**config.mk**
```make
export PLATFORM = sky130hd
export DESIGN_NAME = pc_sequencer
export DESIGN_NICKNAME = d
export VERILOG_FILES = /design/src/rtl/pc_sequencer.sv
export SDC_FILE = /design/constraint.sdc
export NUM_CORES = 1
export LEC_CHECK = 0
export ABC_AREA = 1
export CORE_AREA = 2 2 53 55
export CTS_CLUSTER_SIZE = 10
export DETAILED_ROUTE_END_ITERATION = 8
export DIE_AREA = 0 0 55 57
export PLACE_DENSITY = 0.84
export SLEW_MARGIN = 15
export SYNTH_ARGS = -nofsm -noshare
export SYNTH_HDL_FRONTEND = slang
export SYNTH_SLANG_ARGS = --single-unit
```
**constraint.sdc**
```tcl
create_clock -name clk -period 1.77 [get_ports clk]
set_input_delay 0.354 -clock clk [delete_from_list [all_inputs] [get_ports clk]]
set_output_delay 0.354 -clock clk [all_outputs]
set_load 0.02 [all_outputs]
```
**src/rtl/pc_sequencer.sv**
```systemverilog
// Fetch/sequence FSM for a 4-bit CPU with a 12-bit PC: drives the PC controls,
// latches instruction bytes, resolves the jump group and strobes the rest to execute.
module pc_sequencer #(
   parameter int ADDR_W  = 12,
   parameter int INSTR_W = 8
) (
   input  logic               clk,
   input  logic               rst,
   input  logic               run,
   input  logic [INSTR_W-1:0] prog_byte,
   input  logic               flag_c,
   input  logic               flag_z,
   output logic               pc_en,
   output logic               pc_load,
   output logic               pc_rst,
   output logic [ADDR_W-1:0]  pc_addr,
   output logic [INSTR_W-1:0] instr,
   output logic               exec_stb,
   output logic               jump_taken,
   output logic [1:0]         state_o
);

   typedef enum logic [1:0] {
      S_INIT  = 2'd0,
      S_FETCH = 2'd1,
      S_OPER  = 2'd2,
      S_EXEC  = 2'd3
   } state_t;

   state_t             r_state;
   state_t             w_next;
   logic [INSTR_W-1:0] r_instr;
   logic [INSTR_W-1:0] r_operand;
   logic [3:0]         r_addr_hi;
   logic               w_taken;

   // Opcodes 0x0..0x4 form the two-byte jump group.
   function automatic logic is_jump(input logic [INSTR_W-1:0] b);
      return (b[7:4] < 4'd5);
   endfunction

   function automatic logic branch_cond(input logic [3:0] op, input logic c, input logic z);
      logic t;
      case (op)
         4'h0:    t = c;
         4'h1:    t = ~c;
         4'h2:    t = z;
         4'h3:    t = ~z;
         4'h4:    t = 1'b1;
         default: t = 1'b0;
      endcase
      return t;
   endfunction

   assign w_taken = branch_cond(r_instr[7:4], flag_c, flag_z);
   assign instr   = r_instr;
   assign state_o = r_state;

   always_ff @(posedge clk or posedge rst) begin
      if (rst) begin
         r_state <= S_INIT;
      end else begin
         r_state <= w_next;
      end
   end

   always_ff @(posedge clk or posedge rst) begin
      if (rst) begin
         r_instr   <= {INSTR_W{1'b0}};
         r_operand <= {INSTR_W{1'b0}};
         r_addr_hi <= 4'h0;
      end else begin
         if ((r_state == S_FETCH) && run) begin
            r_instr <= prog_byte;
         end else begin
            r_instr <= r_instr;
         end
         if (r_state == S_OPER) begin
            r_operand <= prog_byte;
            r_addr_hi <= r_instr[3:0];
         end else begin
            r_operand <= r_operand;
            r_addr_hi <= r_addr_hi;
         end
      end
   end

   // pc_rst is masked while rst is held so strobes read 0 throughout reset.
   always_comb begin
      w_next     = r_state;
      pc_en      = 1'b0;
      pc_load    = 1'b0;
      pc_rst     = 1'b0;
      exec_stb   = 1'b0;
      jump_taken = 1'b0;
      pc_addr    = {r_addr_hi, r_operand};
      case (r_state)
         S_INIT: begin
            pc_rst = ~rst;
            w_next = S_FETCH;
         end
         S_FETCH: begin
            if (run) begin
               pc_en  = 1'b1;
               w_next = is_jump(prog_byte) ? S_OPER : S_EXEC;
            end else begin
               w_next = S_FETCH;
            end
         end
         S_OPER: begin
            pc_en   = 1'b1;
            pc_addr = {r_instr[3:0], prog_byte};
            w_next  = S_EXEC;
         end
         S_EXEC: begin
            if (is_jump(r_instr)) begin
               pc_load    = w_taken;
               jump_taken = w_taken;
            end else begin
               exec_stb = 1'b1;
            end
            w_next = S_FETCH;
         end
         default: begin
            w_next = S_INIT;
         end
      endcase
   end

endmodule

```
### Met1 routing

Cells faint in the background.
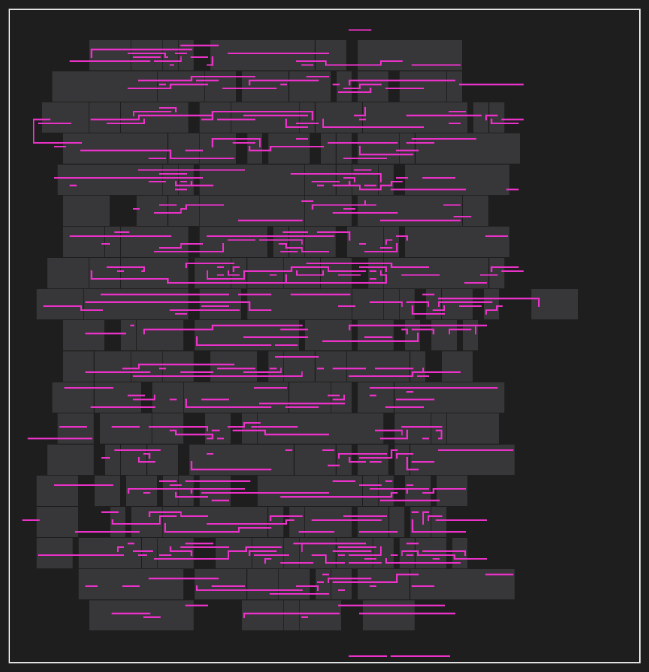
nets with wire on the layer	170
main direction	horizontal
share of all routed wire	39%
total wirelength of the detailed-routed design: 2990 microns
total vias in the final route: 993
routing usage on met1: 0.265

### Met2 routing

Scale bar: 20 microns.
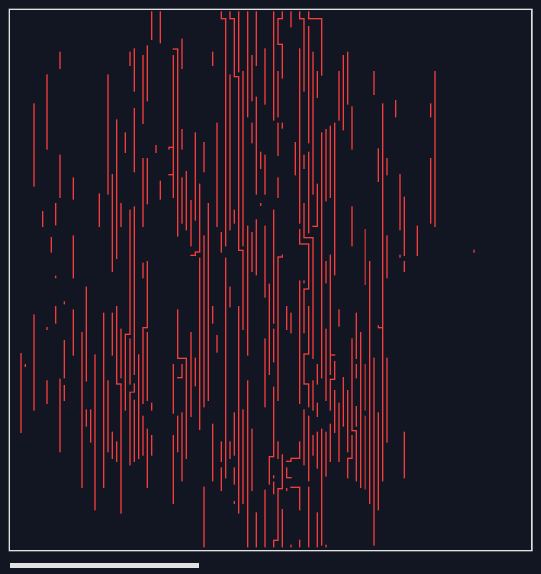
main direction	vertical
longest straight run	39.8 microns
wire length on this layer	1,560 microns
GRT met2 Usage: 0.318

==> results.txt <==
State of the implementation.

- The kind of cell with the highest combined delay on the critical path is buffers and inverters, for reference.
- Ranked by total cell area, the synthesized netlist is headed by sky130_fd_sc_hd__dfrtp_1, sky130_fd_sc_hd__nand2_1, sky130_fd_sc_hd__o21ai_2.
- The largest net degree at the start of global routing is 23, for reference.
- No sink is reached through more buffers than the 2 on the longest clock path.
- The count of non-filler cells in the finished layout is 210, for reference.
- The setup skew after layout is 9.91 ps, for reference.
- According to the dpl log, the detail-placed design has an HPWL of 2010 microns.
- The clock sink total is 22, for reference.
- A synthesized cell averages ~9.4 sq um.
- The data required time reported for the critical path is 1420 ps.
- The total negative slack is -637 ps, for reference.
- Per the synthesis report, the XOR/XNOR share of the synthesized area is 0.
- The standard cell with the maximum stage delay on the critical path is sky130_fd_sc_hd__clkdlybuf4s50_1, for reference.
- The classification of the worst-slack hold path is primary input to asynchronous set/reset pin, for reference.
- Hold repair after CTS inserted 0 buffers.
- In the final report, the number of hold violations comes to 0.
- The time the final worst path needs with I/O delays and setup is around 1900 ps, for reference.
- Per the GRT congestion report, total overflow comes to 0.
- Once routing completed, OpenROAD measured the worst setup slack at -94.9 ps.
- The mean routed wirelength per cell is 14.2 microns, for reference.
- The flow ran to the end, but the final reports show violations.
- For this run, the register share of the synthesized area comes to 0.518.
- For this run, the detailed router's first-pass iteration total came to 6.
- In this run the static leakage power is 0.933 nW.
- The final report lists the setup-violating endpoint count as 10.
- In the global route stage, overall resource usage came out at 0.202.
- The final reports fail on negative setup slack.
- For reference, the critical path cell chain is clkdlybuf4s50_1 > inv_2 > nor2_1 > nor2_1 > nand2_1 > a21oi_2 > buf_4.
- The critical setup path kind is primary input to output pin, for reference.
- The most frequent standard cell in the layout excluding fill and tap cells is sky130_fd_sc_hd__nand2_1, for reference.
- The net count of the finished layout is 198.
- Once detail routing completed, the nets flagged for antenna violations numbered 0.
- The portion of synthesized cell area occupied by the leading cell type is 0.518, for reference.
- The count of port buffers added during placement is 39, for reference.
- The transition at the pin with the smallest max-transition slack is 282 ps, for reference.
- The post-CTS clock slew at the launch and capture registers of the worst setup and hold paths is 140 ps, for reference.
- The cell count after placement is 203, for reference.
- The peak supply drop is 938 uV, for reference.
- In this run the power spent charging and discharging nets is between 700 and 800 uW.
- After synthesis the cells add up to 1060 sq um.
- The share of total power dissipated in the clock network is 0.193.
- The critical path arrival is 1510 ps, for reference.
- The violation count after the first detailed-route iteration is 25, for reference.
[final timing paths]
kind	endpoint	slack [ps]	depth (start not counted)	from
max in group asynchronous	instr[5]	1120	3	rst
hold / removal	instr[7]	410	3	rst
setup / recovery	jump_taken	-90	7	flag_c
hold reg to reg	r_addr_hi[1]	490	2	r_addr_hi[1]
setup reg to reg	instr[5]	250	6	state_o[1]
min in group clk	r_addr_hi[1]	490	2	r_addr_hi[1]
[routing by layer]
layer	share of wire	wire length, microns	vias up	track usage
li1	-	-	482	-
met1	0.39	1170	469	0.265
met2	0.52	1560	34	0.318
met3	0.051	151	8	0.0314
met4	0.035	104	0	0.101
met5	0	0	-	0
[flip-flops by register name, indices dropped and copies added, names as in the netlist]
| signal | cells |
|---|---|
| r_operand | 8 |
| instr | 8 |
| state_o | 2 |
| r_addr_hi | 4 |
[cell type report]
| cell class | count | area share |
|---|---|---|
| Timing Repair Buffer | 66 | 0.331 |
| Sequential cell | 22 | 0.301 |
| Multi-Input combinational cell | 71 | 0.278 |
| Inverter | 16 | 0.0396 |
| Tap cell | 31 | 0.0212 |
| Clock inverter | 1 | 0.0164 |
| Clock buffer | 3 | 0.0123 |
[through the flow]
step | hold slack (ps) | total power, mW | utilization | area, sq um
after floorplan | 343 | 1.13 | - | 1060
after global placement | 452 | 1.53 | 0.624 | 1630
after detailed placement | 459 | 1.56 | 0.624 | 1630
after CTS | 393 | 1.96 | 0.651 | 1700
after global routing | 431 | 2.17 | 0.700 | 1830
final | 408 | 2.07 | 0.700 | 1830
[power by group through the flow]
stage	logic [mW]	clock network, mW	registers [mW]
CTS	0.860	0.401	0.695
global placement	0.833	0	0.698
global route	1.04	0.424	0.712
detailed placement	0.853	0	0.703
floorplan	0.394	0	0.739
finish	0.975	0.399	0.697
Power and IR drop assume default switching activity.
